`src/rtl/mem_stage.sv`:
```
//==============================================================================
// Module   : mem_stage
// Purpose  : RV32I stage 3 - data-memory load/store with resp handshake,
//            load alignment/extension and writeback register bundle.
// Revision : 1.0 - initial release
//==============================================================================
`default_nettype none

package rv32i_pkg;
    localparam logic [6:0] c_OP_LOAD  = 7'b0000011;
    localparam logic [6:0] c_OP_STORE = 7'b0100011;

    localparam logic [2:0] c_F3_LB  = 3'b000;
    localparam logic [2:0] c_F3_LH  = 3'b001;
    localparam logic [2:0] c_F3_LW  = 3'b010;
    localparam logic [2:0] c_F3_LBU = 3'b100;
    localparam logic [2:0] c_F3_LHU = 3'b101;

    typedef struct packed {
        logic [6:0] opcode;
        logic [2:0] funct3;
        logic [6:0] funct7;
        logic       reg_write;
    } ctrl_t;

    typedef struct packed {
        logic        valid;
        logic [31:0] pc;
        logic [31:0] alu;
        logic [31:0] rs2;
        logic [4:0]  rd;
        ctrl_t       ctrl;
    } stage_regs;
endpackage

module mem_stage
    import rv32i_pkg::*;
#(
    parameter int width = 32
) (
    input  logic             clk,
    input  logic             rst_n,
    input  stage_regs        in,
    output logic             stall,
    output logic             dmem_read,
    output logic             dmem_write,
    output logic [width-1:0] dmem_address,
    output logic [3:0]       dmem_byte_enable,
    output logic [width-1:0] dmem_wdata,
    input  logic [width-1:0] dmem_rdata,
    input  logic             dmem_resp,
    output stage_regs        regs,
    output logic [width-1:0] rdata,
    output logic             misaligned
);

    typedef enum logic [0:0] {
        ST_IDLE   = 1'b0,
        ST_ACCESS = 1'b1
    } state_t;

    state_t      r_state;
    logic [1:0]  r_off;
    logic [2:0]  r_funct3;

    logic        w_is_load;
    logic        w_is_store;
    logic        w_mem_op;
    logic        w_misaligned;
    logic        w_issue;
    logic [1:0]  w_off;
    logic [3:0]  w_be;
    logic [31:0] w_wdata;
    logic [31:0] w_shifted;
    logic [31:0] w_load_val;

    assign w_is_load  = (in.ctrl.opcode == c_OP_LOAD);
    assign w_is_store = (in.ctrl.opcode == c_OP_STORE);
    assign w_mem_op   = in.valid && (w_is_load || w_is_store);
    assign w_off      = in.alu[1:0];

    // funct3[1:0] selects size for both loads and stores: 00 byte, 01 half, 10 word
    always_comb begin
        w_misaligned = 1'b0;
        case (in.ctrl.funct3[1:0])
            2'b01:   w_misaligned = (w_off == 2'd3);
            2'b10:   w_misaligned = (w_off != 2'd0);
            default: w_misaligned = 1'b0;
        endcase
    end

    assign w_issue = w_mem_op && !w_misaligned;

    always_comb begin
        w_be    = 4'b0000;
        w_wdata = 32'h0;
        if (w_is_store) begin
            case (in.ctrl.funct3[1:0])
                2'b00: begin
                    w_be    = 4'b0001 << w_off;
                    w_wdata = {24'h0, in.rs2[7:0]} << {w_off, 3'b000};
                end
                2'b01: begin
                    w_be    = 4'b0011 << w_off;
                    w_wdata = {16'h0, in.rs2[15:0]} << {w_off, 3'b000};
                end
                default: begin
                    w_be    = 4'b1111;
                    w_wdata = in.rs2;
                end
            endcase
        end
    end

    assign w_shifted = dmem_rdata >> {r_off, 3'b000};

    always_comb begin
        w_load_val = w_shifted;
        case (r_funct3)
            c_F3_LB:  w_load_val = {{24{w_shifted[7]}}, w_shifted[7:0]};
            c_F3_LH:  w_load_val = {{16{w_shifted[15]}}, w_shifted[15:0]};
            c_F3_LW:  w_load_val = w_shifted;
            c_F3_LBU: w_load_val = {24'h0, w_shifted[7:0]};
            c_F3_LHU: w_load_val = {16'h0, w_shifted[15:0]};
            default:  w_load_val = w_shifted;
        endcase
    end

    assign stall = (r_state == ST_IDLE) ? w_issue : !dmem_resp;

    always_ff @(posedge clk or negedge rst_n) begin
        if (!rst_n) begin
            r_state          <= ST_IDLE;
            r_off            <= 2'd0;
            r_funct3         <= 3'd0;
            dmem_read        <= 1'b0;
            dmem_write       <= 1'b0;
            dmem_address     <= '0;
            dmem_byte_enable <= 4'b0000;
            dmem_wdata       <= '0;
            regs             <= '0;
            rdata            <= '0;
            misaligned       <= 1'b0;
        end else begin
            case (r_state)
                ST_IDLE: begin
                    if (w_issue) begin
                        r_state          <= ST_ACCESS;
                        r_off            <= w_off;
                        r_funct3         <= in.ctrl.funct3;
                        dmem_read        <= w_is_load;
                        dmem_write       <= w_is_store;
                        dmem_address     <= {in.alu[31:2], 2'b00};
                        dmem_byte_enable <= w_be;
                        dmem_wdata       <= w_wdata;
                        regs             <= '0;
                        rdata            <= '0;
                        misaligned       <= 1'b0;
                    end else begin
                        regs       <= in;
                        rdata      <= '0;
                        misaligned <= w_mem_op && w_misaligned;
                    end
                end
                ST_ACCESS: begin
                    misaligned <= 1'b0;
                    if (dmem_resp) begin
                        r_state          <= ST_IDLE;
                        dmem_read        <= 1'b0;
                        dmem_write       <= 1'b0;
                        dmem_byte_enable <= 4'b0000;
                        regs             <= in;
                        // dmem_read is still high here only for loads
                        rdata            <= dmem_read ? w_load_val : 32'h0;
                    end else begin
                        regs  <= '0;
                        rdata <= '0;
                    end
                end
                default: r_state <= ST_IDLE;
            endcase
        end
    end

endmodule

`default_nettype wire
```
`config.mk`:
```
export PLATFORM = sky130hd
export DESIGN_NAME = mem_stage
export DESIGN_NICKNAME = d
export VERILOG_FILES = /design/src/rtl/mem_stage.sv
export SDC_FILE = /design/constraint.sdc
export NUM_CORES = 1
export LEC_CHECK = 0
export CORE_AREA = 2 2 148 150
export DETAILED_ROUTE_END_ITERATION = 10
export DIE_AREA = 0 0 150 152
export PLACE_DENSITY = 0.8
export SYNTH_ARGS = -nofsm -noshare
export SYNTH_HDL_FRONTEND = slang
export SYNTH_SLANG_ARGS = --single-unit
```
`constraint.sdc`:
```
create_clock -name clk -period 6.75 [get_ports clk]
set_input_delay 2.025 -clock clk [delete_from_list [all_inputs] [get_ports clk]]
set_output_delay 2.025 -clock clk [all_outputs]
set_load 0.1 [all_outputs]
```
==> images/layer_met4.png <==
The bar under the picture is 50 µm long.
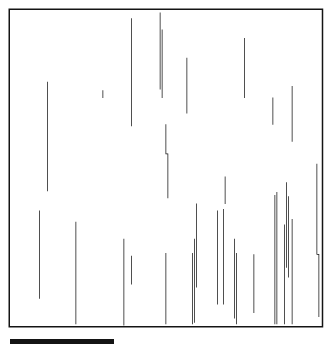
The longest straight run is 63.2 µm. The layer carries 1180 µm of wire. 25 nets have wire on it. The wires run mostly vertical.

==> images/placement_by_type.png <==
The bar under the picture is 50 µm long. Fill, decap, tap and diode cells in gray.
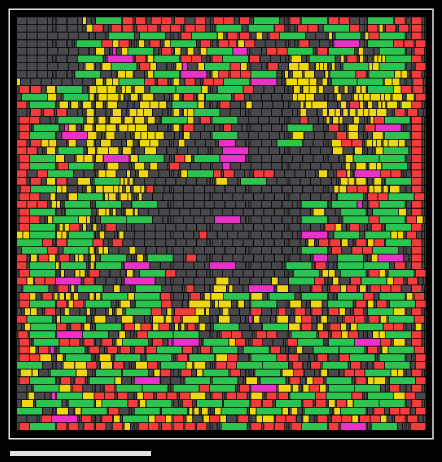
combinational and other logic: in yellow, cells 435, share of their area 23%. clock drivers and dummy loads: in magenta, cells 37, share of their area 5.4%. sequential cells: in green, cells 227, share of their area 43%. remaining buffers and delay cells: in red, cells 386, share of their area 29%.

==> images/placement.png <==
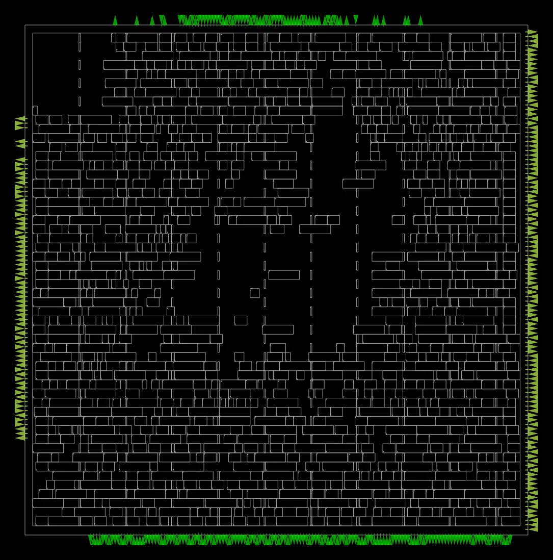
Core Rows: 54
tap cell instance count: 280
sequential share of cell area: 41.6%
final non-filler cell total: 1366
final core occ: 64.0%

==> images/wires.png <==
The bar under the picture is 50 µm long.
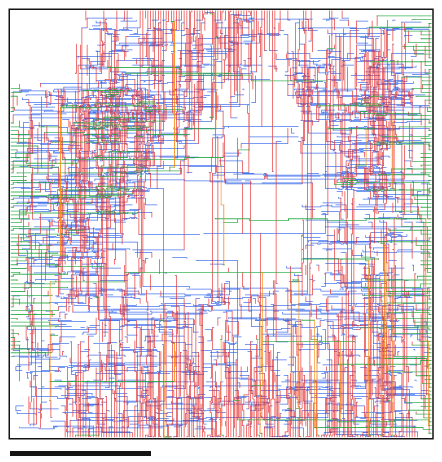
metal 2: in red, wire length 14300 µm. metal 4: in orange, wire length 1180 µm. metal 1: in blue, wire length 10800 µm. metal 3: in green, wire length 2680 µm.

==> cell usage after synthesis, drive strengths merged (7+ instances only) <==
cell | n | area [µm²]
a2111oi | 7 | 61.3
a211oi | 15 | 113
a21o | 7 | 52.6
a21oi | 10 | 53.8
a222oi | 7 | 70.1
a22oi | 16 | 120
a311oi | 8 | 70.1
a32o | 7 | 70.1
and2 | 127 | 795
buf | 32 | 185
clkbuf | 23 | 87.6
dfrtp | 227 | 5680
inv | 13 | 48.8
mux2 | 44 | 495
mux2i | 19 | 190
nand2 | 34 | 128
nand3 | 15 | 80.1
nor2 | 13 | 48.8
nor2b | 17 | 106
o21ai | 28 | 140
o2bb2ai | 9 | 78.8
o31ai | 8 | 65.1
==> worst max-delay path, stage by stage <==
cell and delay (ns):
clkdlybuf4s50_1 0.54, inv_1 0.08, ha_1 0.31, nand4_1 0.17
and4_1 0.26, a21oi_4 0.12, inv_1 0.09, buf_12 0.17
==> logic make-up (layout without fill, tap and decap cells) <==
| logic type | after synthesis | count (layout) | share of synthesized area (%) |
|---|---|---|---|
| adders and majority gates | 3 | 3 | 0.417 |
| other | 1 | 3 | 0.0417 |
| buffers and inverters | 69 | 437 | 3.62 |
| AOI/OAI and AO/OA | 130 | 130 | 10.7 |
| muxes | 63 | 63 | 7.62 |
| and+or+nand+nor | 223 | 223 | 14.5 |
| DFF | 227 | 227 | 63.2 |
==> power by group <==
part           switching, µW  leakage, µW  internal, µW
Combinational            859      0.00266           315
Sequential              50.2      0.00284          1450
Clock                    513     0.000346           708
==> through the flow <==
step                utilization [%]  std cells  area [µm²]  hold slack (ns)  worst slack [ns]
finish                         64.0       1366       13700            0.488             0.948
global route                   64.0       1366       13700            0.513             0.813
CTS                            64.0       1365       13700            0.490             0.944
detailed placement             60.6       1328       12900            0.469             0.952
global placement               60.6       1328       12900            0.464             0.969
floorplan                         -        717        9000            0.487              1.19
==> cell type report <==
cell class                      count  area share, %
Multi-Input combinational cell    421           22.0
Inverter                           14          0.385
Tap cell                          280           2.56
Antenna cell                        1         0.0183
Clock inverter                      5          0.467
Clock buffer                       32           4.76
Timing Repair Buffer              386           28.2
Sequential cell                   227           41.6
==> layout by cell type, fill, tap and decap left out, types with 8 or more instances in the layout <==
| master | instances |
|---|---|
| nor2b_1 | 17 |
| clkbuf_16 | 24 |
| clkdlybuf4s50_1 | 374 |
| o21ai_0 | 27 |
| inv_1 | 13 |
| a21oi_1 | 9 |
| a311oi_1 | 8 |
| buf_4 | 10 |
| mux2i_1 | 19 |
| nor2_1 | 13 |
| and2_1 | 126 |
| o2bb2ai_1 | 9 |
| dfrtp_1 | 227 |
| nand2_1 | 34 |
| a211oi_1 | 15 |
| a22oi_1 | 16 |
| mux2_2 | 44 |
| nand3_1 | 14 |
==> layer usage <==
layer / routed length (µm) / share of wire, % / global-route usage (%)
met5: 0 / 0 / 0
met1: 10800 / 37 / 30.5
met3: 2680 / 9.3 / 5.74
met4: 1180 / 4.1 / 9.97
met2: 14300 / 49 / 42.3
==> run summary <==
Observations from the implementation run.

Status:
- The flow ran to the end, and the final reports show no timing, DRC or antenna violations.

Synth:
- The run puts the cell count listed in synth_stat.txt at 716.
- The run puts the total standard cell area after synthesis at 8990 µm².
- The run gives the flip-flop and latch count after synthesis as 227.
- Yosys printed 0 warnings.
- The run puts the count of flip-flops with a built-in enable after synthesis at 0.
- Looking at the cell usage after synthesis, the top flip-flop cell is dfrtp_1.
- The run gives the proportion of synthesized flip-flops having asynchronous set or reset as 100%.
- For this run, the register share of the synthesized area comes to 63.2%.
- The run puts the count of mapped cells out of synthesis at 716.

STA:
- The run puts the number of setup violations in the final report at 0.
- The clock arrives with 0.0166 ns of skew.
- The run gives the shortest period the worst path allows as 5.80 ns.
- The run gives the highest attainable clock frequency as 172 MHz.
- The run puts the total count of hold-check failures in the final report at 0.

Setup path:
- The run gives the capturing element of the worst setup path as stall.
- For reference, the most critical setup path is categorized as primary input to primary output.
- For the worst setup path, the data required time is 4.72 ns.
- The critical path starts at in[8].
- The run gives the maximum fanout along the worst path as 4.
- The run gives the depth of the worst register-to-register path as 4.
- The worst setup path is captured at a primary output.
- In this run the critical register-to-register path is captured at dmem_wdata[18]$_DFFE_PN0P_.

Layout:
- The run puts the share of layout cells above drive strength 1 at 8.94%.
- The registers reported with the highest flop counts are regs x120, dmem_wdata x32, rdata x32.
- Leaving out buffers and inverters, the combinational logic in the layout accounts for 3010 µm².
- The run puts the tally of filler cells in the layout at 1670.

Floorplan:
- The run puts the area of the core region at 21400 µm².
- In the floorplan report the effective utilization is 42.1%.
- Measured along the x axis, the die boundary spans 150 µm.
- The run puts the area of the chip at 22800 µm².
- The run puts the height of the die at 152 µm.
- For this design the top-level I/O count stands at 379.

Route:
- The first detailed-routing pass took 6 iterations.
- After the first detailed-routing iteration, the DRC count stood at 475.
- The run gives the via density per instance as 5.19.
- The run puts the final routed DRC violation total at 0.

Job:
- The run puts the count of maximum capacitance violations at 0.

Placement:
- The run puts the quantity of I/O buffers inserted on ports at 376.

GRT:
- Entering global routing, the biggest net connects 129 pins.
- The global route stage reports its total congestion overflow as 0.
- The run puts the via count of the first global-routing pass at 7183.

Worst hold path:
- The worst hold path was traced through 2 stages.
- The run gives the endpoint of the worst hold path as dmem_wdata[26]$_DFFE_PN0P_.

Pwr:
- VDD sags by at most 234 µV.
- The script extracted a total leakage power of 0.00585 µW.

CTS:
- Gates resized during post-CTS repair numbered 0.
- The run puts the maximum count of clock buffers along a single path at 3.
- The run gives the H-tree depth as 1.
- The clock net in this run drives a total of 227 sinks.
- TritonCTS built the clock tree.
- The run gives the total setup buffers inserted after CTS as 0.
- The run puts the number of buffers created by CTS at 24.
Power and IR drop assume default switching activity.
